Run 1, M3 wires:
Scale: 2 px per um.
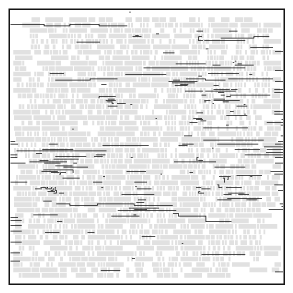
Run 1, routing congestion:
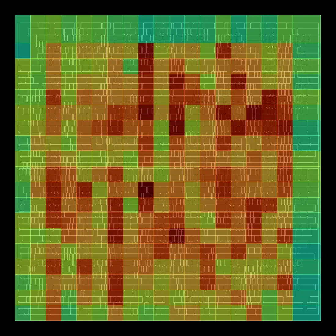
Run 1, wiring by layer:
Scale: 2 px per um.
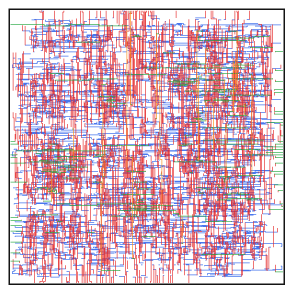
--- config.mk ---
export PLATFORM = sky130hd
export DESIGN_NAME = lbm_step_sequencer
export DESIGN_NICKNAME = d
export VERILOG_FILES = /design/src/rtl/lbm_step_sequencer_pkg.sv /design/src/rtl/lbm_step_sequencer_lattice_scan_counter.sv /design/src/rtl/lbm_step_sequencer.sv
export SDC_FILE = /design/constraint.sdc
export NUM_CORES = 1
export LEC_CHECK = 0
export ABC_AREA = 1
export CAP_MARGIN = 10
export CORE_UTILIZATION = 55
export DETAILED_ROUTE_END_ITERATION = 7
export PLACE_DENSITY_LB_ADDON = 0.05
export SETUP_SLACK_MARGIN = 0.1
export SLEW_MARGIN = 0
export SYNTH_ARGS = -nofsm -noshare
export SYNTH_HDL_FRONTEND = slang
export SYNTH_SLANG_ARGS = --single-unit
export TNS_END_PERCENT = 5
--- constraint.sdc ---
create_clock -name clk -period 2.3 [get_ports clk]
set_clock_uncertainty 0.15 [all_clocks]
set_input_delay 0.46 -clock clk [delete_from_list [all_inputs] [get_ports clk]]
set_output_delay 0.46 -clock clk [all_outputs]
set_load 0.03 [all_outputs]
--- src/rtl/lbm_step_sequencer_pkg.sv ---
// lbm_step_sequencer_pkg: shared widths, lattice defaults, FSM and phase encodings.
package lbm_step_sequencer_pkg;
  localparam int ADDRESS_WIDTH = 12;
  localparam int NX_DEF = 50;
  localparam int NY_DEF = 50;
  typedef enum logic [2:0] {S_IDLE, S_COLLIDE, S_DRAIN, S_STREAM, S_SWAP, S_DONE} state_t;
  typedef enum logic [1:0] {PH_IDLE = 2'd0, PH_COLLIDE = 2'd1, PH_STREAM = 2'd2, PH_DONE = 2'd3} phase_t;
  function automatic phase_t phase_of(input state_t s);
    return s == S_IDLE ? PH_IDLE :
           (s == S_COLLIDE || s == S_DRAIN) ? PH_COLLIDE :
           (s == S_STREAM || s == S_SWAP) ? PH_STREAM : PH_DONE;
  endfunction
endpackage

--- src/rtl/lbm_step_sequencer_lattice_scan_counter.sv ---
// lattice_scan_counter: row-major x/y walk over the lattice with an incrementally built
// linear address and registered boundary flags {n, s, e, w} that track the current cell.
module lattice_scan_counter
  import lbm_step_sequencer_pkg::*;
#(
  parameter int NX = NX_DEF,
  parameter int NY = NY_DEF,
  parameter int AW = ADDRESS_WIDTH
) (
  input  logic          clk,
  input  logic          rst_n,
  input  logic          adv_i,
  input  logic          clr_i,
  output logic [AW-1:0] x_o,
  output logic [AW-1:0] y_o,
  output logic [AW-1:0] addr_o,
  output logic          last_o,
  output logic [3:0]    edge_o
);
  localparam logic [AW-1:0] XL = AW'(NX - 1);
  localparam logic [AW-1:0] YL = AW'(NY - 1);
  localparam logic [3:0] EDGE0 = {1'b1, YL == '0, XL == '0, 1'b1};
  logic [AW-1:0] x_q, x_d, y_q, y_d, addr_q, addr_d;
  logic [3:0] edge_q, edge_d;
  logic wrap_x;
  always_comb begin
    wrap_x = x_q == XL;
    last_o = wrap_x && y_q == YL;
    x_d = (clr_i || (adv_i && wrap_x)) ? '0 : adv_i ? x_q + 1'b1 : x_q;
    y_d = (clr_i || (adv_i && last_o)) ? '0 : (adv_i && wrap_x) ? y_q + 1'b1 : y_q;
    addr_d = (clr_i || (adv_i && last_o)) ? '0 : adv_i ? addr_q + 1'b1 : addr_q;
    edge_d = {y_d == '0, y_d == YL, x_d == XL, x_d == '0};
  end
  always_ff @(posedge clk or negedge rst_n) begin
    if (!rst_n) begin
      x_q <= '0;
      y_q <= '0;
      addr_q <= '0;
      edge_q <= EDGE0;
    end else begin
      x_q <= x_d;
      y_q <= y_d;
      addr_q <= addr_d;
      edge_q <= edge_d;
    end
  end
  assign x_o = x_q;
  assign y_o = y_q;
  assign addr_o = addr_q;
  assign edge_o = edge_q;
endmodule

--- src/rtl/lbm_step_sequencer.sv ---
// lbm_step_sequencer: runs whole LBM timesteps (collide sweep, drain, stream sweep, bank swap)
// over an NX x NY lattice for a programmed number of steps.
module lbm_step_sequencer
  import lbm_step_sequencer_pkg::*;
#(
  parameter int NX = NX_DEF,
  parameter int NY = NY_DEF,
  parameter int AW = ADDRESS_WIDTH
) (
  input  logic          clk,
  input  logic          rst_n,
  input  logic          en,
  input  logic          start,
  input  logic [31:0]   step,
  input  logic          col_ready,
  input  logic          col_res_valid,
  output logic          col_valid,
  output logic [AW-1:0] col_addr,
  output logic          str_rd_en,
  output logic [AW-1:0] str_rd_addr,
  output logic          str_wr_en,
  output logic [AW-1:0] str_wr_addr,
  output logic          edge_n,
  output logic          edge_s,
  output logic          edge_e,
  output logic          edge_w,
  output logic          buf_sel,
  output logic [1:0]    phase,
  output logic [31:0]   steps_done,
  output logic          busy,
  output logic          done,
  output logic          err
);
  localparam logic [AW:0] TOT = (AW + 1)'(NX * NY);
  state_t state_q, state_d;
  logic [31:0] step_q, step_d, steps_done_q, steps_done_d;
  logic [AW:0] res_q, res_d;
  logic [AW-1:0] wr_addr_q, wr_addr_d;
  logic buf_sel_q, buf_sel_d, err_q, err_d, rd_done_q, rd_done_d, wr_en_q;
  logic start_acc, swap_go, in_col, col_last, str_last;
  logic [3:0] str_edge, unused_col_edge;
  logic [AW-1:0] unused_col_x, unused_col_y, unused_str_x, unused_str_y;
  lattice_scan_counter #(.NX(NX), .NY(NY), .AW(AW)) u_col (
    .clk(clk), .rst_n(rst_n), .adv_i(col_valid && col_ready), .clr_i(start_acc),
    .x_o(unused_col_x), .y_o(unused_col_y), .addr_o(col_addr), .last_o(col_last),
    .edge_o(unused_col_edge)
  );
  lattice_scan_counter #(.NX(NX), .NY(NY), .AW(AW)) u_str (
    .clk(clk), .rst_n(rst_n), .adv_i(str_rd_en), .clr_i(start_acc),
    .x_o(unused_str_x), .y_o(unused_str_y), .addr_o(str_rd_addr), .last_o(str_last),
    .edge_o(str_edge)
  );
  always_ff @(posedge clk or negedge rst_n) begin
    if (!rst_n) state_q <= S_IDLE;
    else state_q <= state_d;
  end
  always_comb begin
    state_d = state_q;
    case (state_q)
      S_IDLE, S_DONE: if (start_acc) state_d = step == 32'd0 ? S_DONE : S_COLLIDE;
      S_COLLIDE: if (col_valid && col_ready && col_last) state_d = S_DRAIN;
      S_DRAIN: if (en && res_q == TOT) state_d = S_STREAM;
      S_STREAM: if (en && rd_done_q) state_d = S_SWAP;
      S_SWAP: if (en) state_d = steps_done_q + 32'd1 == step_q ? S_DONE : S_COLLIDE;
      default: state_d = S_IDLE;
    endcase
  end
  always_comb begin
    col_valid = en && state_q == S_COLLIDE;
    str_rd_en = en && state_q == S_STREAM && !rd_done_q;
    {edge_n, edge_s, edge_e, edge_w} = state_q == S_STREAM ? str_edge : 4'b0;
    phase = phase_of(state_q);
    busy = !(state_q == S_IDLE || state_q == S_DONE);
    done = state_q == S_DONE;
  end
  // Results are counted even while en is low so a frozen sequencer never loses collider writebacks.
  always_comb begin
    start_acc = en && start && !busy;
    swap_go = en && state_q == S_SWAP;
    in_col = state_q == S_COLLIDE || state_q == S_DRAIN;
    step_d = start_acc ? step : step_q;
    steps_done_d = start_acc ? '0 : swap_go ? steps_done_q + 32'd1 : steps_done_q;
    buf_sel_d = buf_sel_q ^ swap_go;
    res_d = (start_acc || swap_go) ? '0 : (col_res_valid && in_col && res_q != TOT) ? res_q + 1'b1 : res_q;
    err_d = (err_q && !start_acc) || (col_res_valid && (!in_col || res_q == TOT));
    rd_done_d = (start_acc || swap_go) ? 1'b0 : (str_rd_en && str_last) ? 1'b1 : rd_done_q;
    wr_addr_d = str_rd_en ? str_rd_addr : wr_addr_q;
  end
  always_ff @(posedge clk or negedge rst_n) begin
    if (!rst_n) begin
      step_q <= '0;
      steps_done_q <= '0;
      buf_sel_q <= 1'b0;
      res_q <= '0;
      err_q <= 1'b0;
      rd_done_q <= 1'b0;
      wr_en_q <= 1'b0;
      wr_addr_q <= '0;
    end else begin
      step_q <= step_d;
      steps_done_q <= steps_done_d;
      buf_sel_q <= buf_sel_d;
      res_q <= res_d;
      err_q <= err_d;
      rd_done_q <= rd_done_d;
      wr_en_q <= str_rd_en;
      wr_addr_q <= wr_addr_d;
    end
  end
  assign steps_done = steps_done_q;
  assign buf_sel = buf_sel_q;
  assign err = err_q;
  assign str_wr_en = wr_en_q;
  assign str_wr_addr = wr_addr_q;
endmodule

==> out/results.tsv, run 1 <==
stage	metric	value	unit
run_status	outcome	complete, but fails checks	
run_status	failed_checks	negative setup slack	
global_route	globalRoute.totalOverflow	0	
final_timing	timing_hold_violations_final	0	
placed_design	gp_routability_congestion	0.909	
clock_tree	cts_buf_count	17	
synthesis	synthesis.instances	1366	
clock_tree	clk_latency	0.43	ns
synthesis	yosys-top-cells-count	sky130_fd_sc_hd__nand2_1, sky130_fd_sc_hd__inv_1, sky130_fd_sc_hd__dfrtp_1, sky130_fd_sc_hd__nor2_1, sky130_fd_sc_hd__nand3_1	
final_timing	final-setup-viol-count	2	
floorplanning	floorplan.core_util	56.9	%
synthesis	synth-edff-count	0	
clock_tree	cts.sink_count	172	
setup_path	cp_buf_inv_count	2	
final_timing	layout_setup_ws	-0.0192	ns
power_and_ir_drop	netSwitchingPower	2.25	mW
clock_tree	clock-root-buffer	sky130_fd_sc_hd__clkbuf_16	
placed_design	placement.io_buffers	118	
floorplanning	die-width	137	um
power_and_ir_drop	power.leakage	6.84	nW
final_timing	period_needed	2.32	ns
power_and_ir_drop	p_int	5.39	mW
power_and_ir_drop	powerClk	2.94	mW
clock_tree	tritoncts	done	
global_route	global_route_wire_length_before_repair	44300	um
final_timing	worst-slew-pin-transition	0.621	ns
final_timing	achievable_freq	0.431	GHz
setup_path	worst-path-max-fanout	4	
finish	drive_gt1_share	20.4	%
detailed_routing	detail_route.vias_per_cell	5.44	
synthesis	yosys.cell_types.count	53	
synthesis	top_area_share	42.6	%
final_timing	fin_hold_ws	0.334	ns
min_path	hp-class	reg -> reg	
setup_path	critical_path.startpoint_type	flop	
placed_design	place.detailed.hpwl	20300	um
setup_path	critPathArrivalTime	2.54	ns
detailed_routing	wl_met1	11800	um
setup_path	slowest_stage_cell_cp	sky130_fd_sc_hd__dfrtp_1	
detailed_routing	drt_iter0_markers	886	
synthesis	numSynthFlops	172	
detailed_routing	drt_drc_violations_left	0	
placed_design	pre_cts_worst_setup_slack	-0.212	ns
power_and_ir_drop	combinationalPower	1.25	mW
floorplanning	fp.dieH	137	um
synthesis	top_cell_type_by_total_area_after_synthesis	sky130_fd_sc_hd__dfrtp_1	
detailed_routing	uppermost_signal_routing_layer_after_detailed_routing	met4	
## Picture notes: 'M3 wires'
The longest straight run is 50.6 um. The layer holds 5.3% of the routed length. The layer carries 1,480 um of wire.
wire length reported by the detailed router: 28,100 um
total number of vias: 10,176
met3 demand-to-capacity share in global routing: 4.59%

## Picture notes: 'routing congestion'
GR Layer Usage met2: 51.8%
Layout Utilization: 77.7%
Top Usage Layer GRT: met2

## Picture notes: 'wiring by layer'
M1: shown in blue, wire length 11,800 um. M2: shown in red, wire length 14,100 um. M4: shown in orange, wire length 749 um. M3: shown in green, wire length 1,480 um.
aggregate global-route resource usage: 30.5%
wire length per cell: 15.0 um

[run 1: what timing repair did]
| action | CTS | global route |
|---|---|---|
| pin swaps | 11 | 37 |
| gates resized | 31 | 144 |
| endpoints found under the setup margin | 39 | 118 |
| setup buffers | 8 | 15 |
| hold endpoints to repair | 42 | 0 |
| hold buffers | 1 | 0 |
[run 1: path summary, 6_finish.rpt]
check | slack [ns] | start | cells after the start | endpoint
worst min-delay path | 0.33 | buf_sel$_DFF_PN0_ | 1 | buf_sel$_DFF_PN0_
worst max register to register | -0.02 | steps_done[3]$_DFFE_PN0N_ | 14 | state_q[2]$_DFFE_PN0P_
min in group asynchronous | 0.40 | rst_n | 2 | res_q[4]$_DFFE_PN0P_
worst max-delay path | -0.02 | steps_done[3]$_DFFE_PN0N_ | 14 | state_q[2]$_DFFE_PN0P_
worst min register to register | 0.33 | buf_sel$_DFF_PN0_ | 1 | buf_sel$_DFF_PN0_
max in group asynchronous | 0.97 | rst_n | 3 | u_str.edge_o[0]$_DFF_PN1_
[run 1: cells by family (layout without fill, tap and decap cells)]
logic type / count (synthesis) / after routing / synth area share [%]
and+or+nand+nor: 742 / 742 / 32.9
buffers and inverters: 227 / 506 / 8.80
AOI/OAI and AO/OA: 174 / 174 / 9.61
DFF: 172 / 172 / 43.1
xor gates and xnor gates: 37 / 37 / 3.80
adders and majority gates: 13 / 13 / 1.63
muxes: 1 / 1 / 0.100
[run 1: area by class of cell]
class / count / area (um^2) / share of cell area, %
clock inverters: 13 / 156 / 1.15
inverters: 201 / 762 / 5.59
well taps: 225 / 282 / 2.07
multi-input cells: 967 / 5140 / 37.7
clock buffers: 18 / 429 / 3.15
flip-flops and latches: 172 / 4320 / 31.7
repair buffers: 274 / 2540 / 18.6
==> inputs of run 2 (changes only) <==
- ABC_CLOCK_PERIOD_IN_PS: unset -> 2300
Run 2, M3 wires:
Scale: 2 px per um.
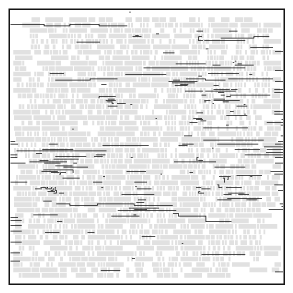
The wires run mostly horizontal. 150 nets have wire on it. The layer holds 5.3% of the routed length.

==> run 2 against run 1 <==
  * The flow still finishes with violations (negative setup slack)
  * Combinational power barely moved
  * Clock power barely moved
  * Setup slack did not move
  * Cell count did not move
  * Utilization did not move
  * Register-to-register slack barely moved
  * Largest cell class unchanged
  * Largest power group unchanged
  * Highest routed layer unchanged
==> out/results.tsv, run 2 <==
stage	metric	value	unit	change
run_status	outcome	complete, but fails checks		
finish	inverters_excl_clock	201		unchanged
global_route	global_route_wire_length_before_repair	44300	um	unchanged
synthesis	yosys-top-cells-count	sky130_fd_sc_hd__nand2_1, sky130_fd_sc_hd__inv_1, sky130_fd_sc_hd__dfrtp_1, sky130_fd_sc_hd__nor2_1, sky130_fd_sc_hd__nand3_1		
finish	buffer_area_share	18.6	%	unchanged
finish	postLayoutCoreUtil	77.7	%	unchanged
clock_tree	cts_buf_count	17		unchanged
clock_tree	cts.sink_count	172		unchanged
power_and_ir_drop	netSwitchingPower	2.25	mW	unchanged
setup_path	critPathArrivalTime	2.54	ns	about the same
setup_path	worstReg2RegStart	steps_done[3]$_DFFE_PN0N_		
synthesis	numSynthFlops	172		unchanged
floorplanning	die-width	137	um	unchanged
floorplanning	floorplan.core_util	56.9	%	unchanged
run_status	failed_checks	negative setup slack		
clock_tree	post-cts-setup-buffer-count	8		unchanged
detailed_routing	detail_route.vias_per_cell	5.44		unchanged
floorplanning	fp.dieH	137	um	unchanged
placed_design	gp_routability_congestion	0.909		unchanged
finish	clock_buffers	18		unchanged
finish	comb-cell-share	37.7	%	unchanged
detailed_routing	dr_total_vias	10176		unchanged
synthesis	yosys.cell_types.count	53		unchanged
finish	seq-cell-share	31.7	%	unchanged
detailed_routing	wl_met1	11800	um	unchanged
synthesis	top_cell_type_by_total_area_after_synthesis	sky130_fd_sc_hd__dfrtp_1		
global_route	grt_use_total	30.5	%	unchanged
detailed_routing	drt_iter0_markers	886		unchanged
final_timing	final-setup-viol-count	2		unchanged
global_route	grt_most_used_layer	met2		
global_route	gr-usage-met3	4.59	%	unchanged
placed_design	pre_cts_worst_setup_slack	-0.212	ns	unchanged
final_timing	worst-slew-pin-transition	0.621	ns	unchanged
global_route	globalRoute.totalOverflow	0		unchanged
power_and_ir_drop	power.leakage	6.84	nW	unchanged
placed_design	placement.io_buffers	118		unchanged
detailed_routing	uppermost_signal_routing_layer_after_detailed_routing	met4		
synthesis	synthesis.instances	1366		unchanged
min_path	hp-class	reg -> reg		
finish	multi_input_comb_area	5140	um^2	unchanged
detailed_routing	drt_drc_violations_left	0		unchanged
synthesis	synth-edff-count	0		unchanged
power_and_ir_drop	powerClk	2.94	mW	about the same
min_path	timing.hold.worst.start	buf_sel$_DFF_PN0_		
global_route	gr_layer_usage_met2	51.8	%	unchanged
final_timing	fin_hold_ws	0.334	ns	unchanged
floorplanning	tapCellCount	225		unchanged
clock_tree	cells_resized_by_post_cts_repair	31		unchanged
clock_tree	clk_latency	0.43	ns	about the same
final_timing	layout_setup_ws	-0.0192	ns	unchanged
power_and_ir_drop	p_int	5.39	mW	unchanged
clock_tree	clock-root-buffer	sky130_fd_sc_hd__clkbuf_16		
final_timing	achievable_freq	0.431	GHz	unchanged
placed_design	place.detailed.hpwl	20300	um	unchanged
finish	drive_gt1_share	20.4	%	unchanged
setup_path	startpoint	steps_done[3]$_DFFE_PN0N_		
Run 2, wiring by layer:
Scale: 2 px per um.
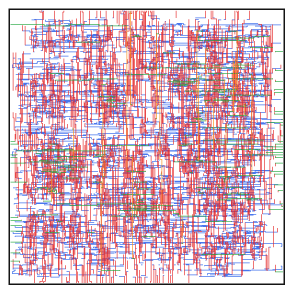

-- run 2: cell counts after synthesis --
Identical to the previous run, type by type.
-- run 2: worst paths after layout --
path / end / depth (start not counted)
max: state_q[2]$_DFFE_PN0P_ / 14
min: buf_sel$_DFF_PN0_ / 1
max reg2reg: state_q[2]$_DFFE_PN0P_ / 14
min reg2reg: buf_sel$_DFF_PN0_ / 1
max in group asynchronous: u_str.edge_o[0]$_DFF_PN1_ / 3
min in group asynchronous: res_q[4]$_DFFE_PN0P_ / 2
-- run 2: cell families (layout without fill, tap and decap cells) --
| kind of cell | after synthesis | after routing | share of synthesized area [%] |
|---|---|---|---|
| mux | 1 | 1 | 0.100 |
| compound gates | 174 | 174 | 9.61 |
| xor+xnor | 37 | 37 | 3.80 |
| flops | 172 | 172 | 43.1 |
| simple gates | 742 | 742 | 32.9 |
| buf+inv | 227 | 506 | 8.80 |
| fa+ha+maj | 13 | 13 | 1.63 |
-- run 2: worst max-delay path: stages, from the launching register on --
cell and delay [ns]:
sky130_fd_sc_hd__dfrtp_1 0.43, sky130_fd_sc_hd__nand2_2 0.09, sky130_fd_sc_hd__buf_4 0.14, sky130_fd_sc_hd__nor2_1 0.13
sky130_fd_sc_hd__nand2_1 0.12, sky130_fd_sc_hd__buf_4 0.15, sky130_fd_sc_hd__nor2_1 0.14, sky130_fd_sc_hd__nand2_1 0.13
sky130_fd_sc_hd__xnor3_1 0.22, sky130_fd_sc_hd__nand2_1 0.06, sky130_fd_sc_hd__nor2_2 0.15, sky130_fd_sc_hd__nand3_2 0.11
sky130_fd_sc_hd__nand2_1 0.10, sky130_fd_sc_hd__nand2_1 0.06, sky130_fd_sc_hd__nand2_1 0.06
No activity file was given, so power comes from the tool's default toggle rates.
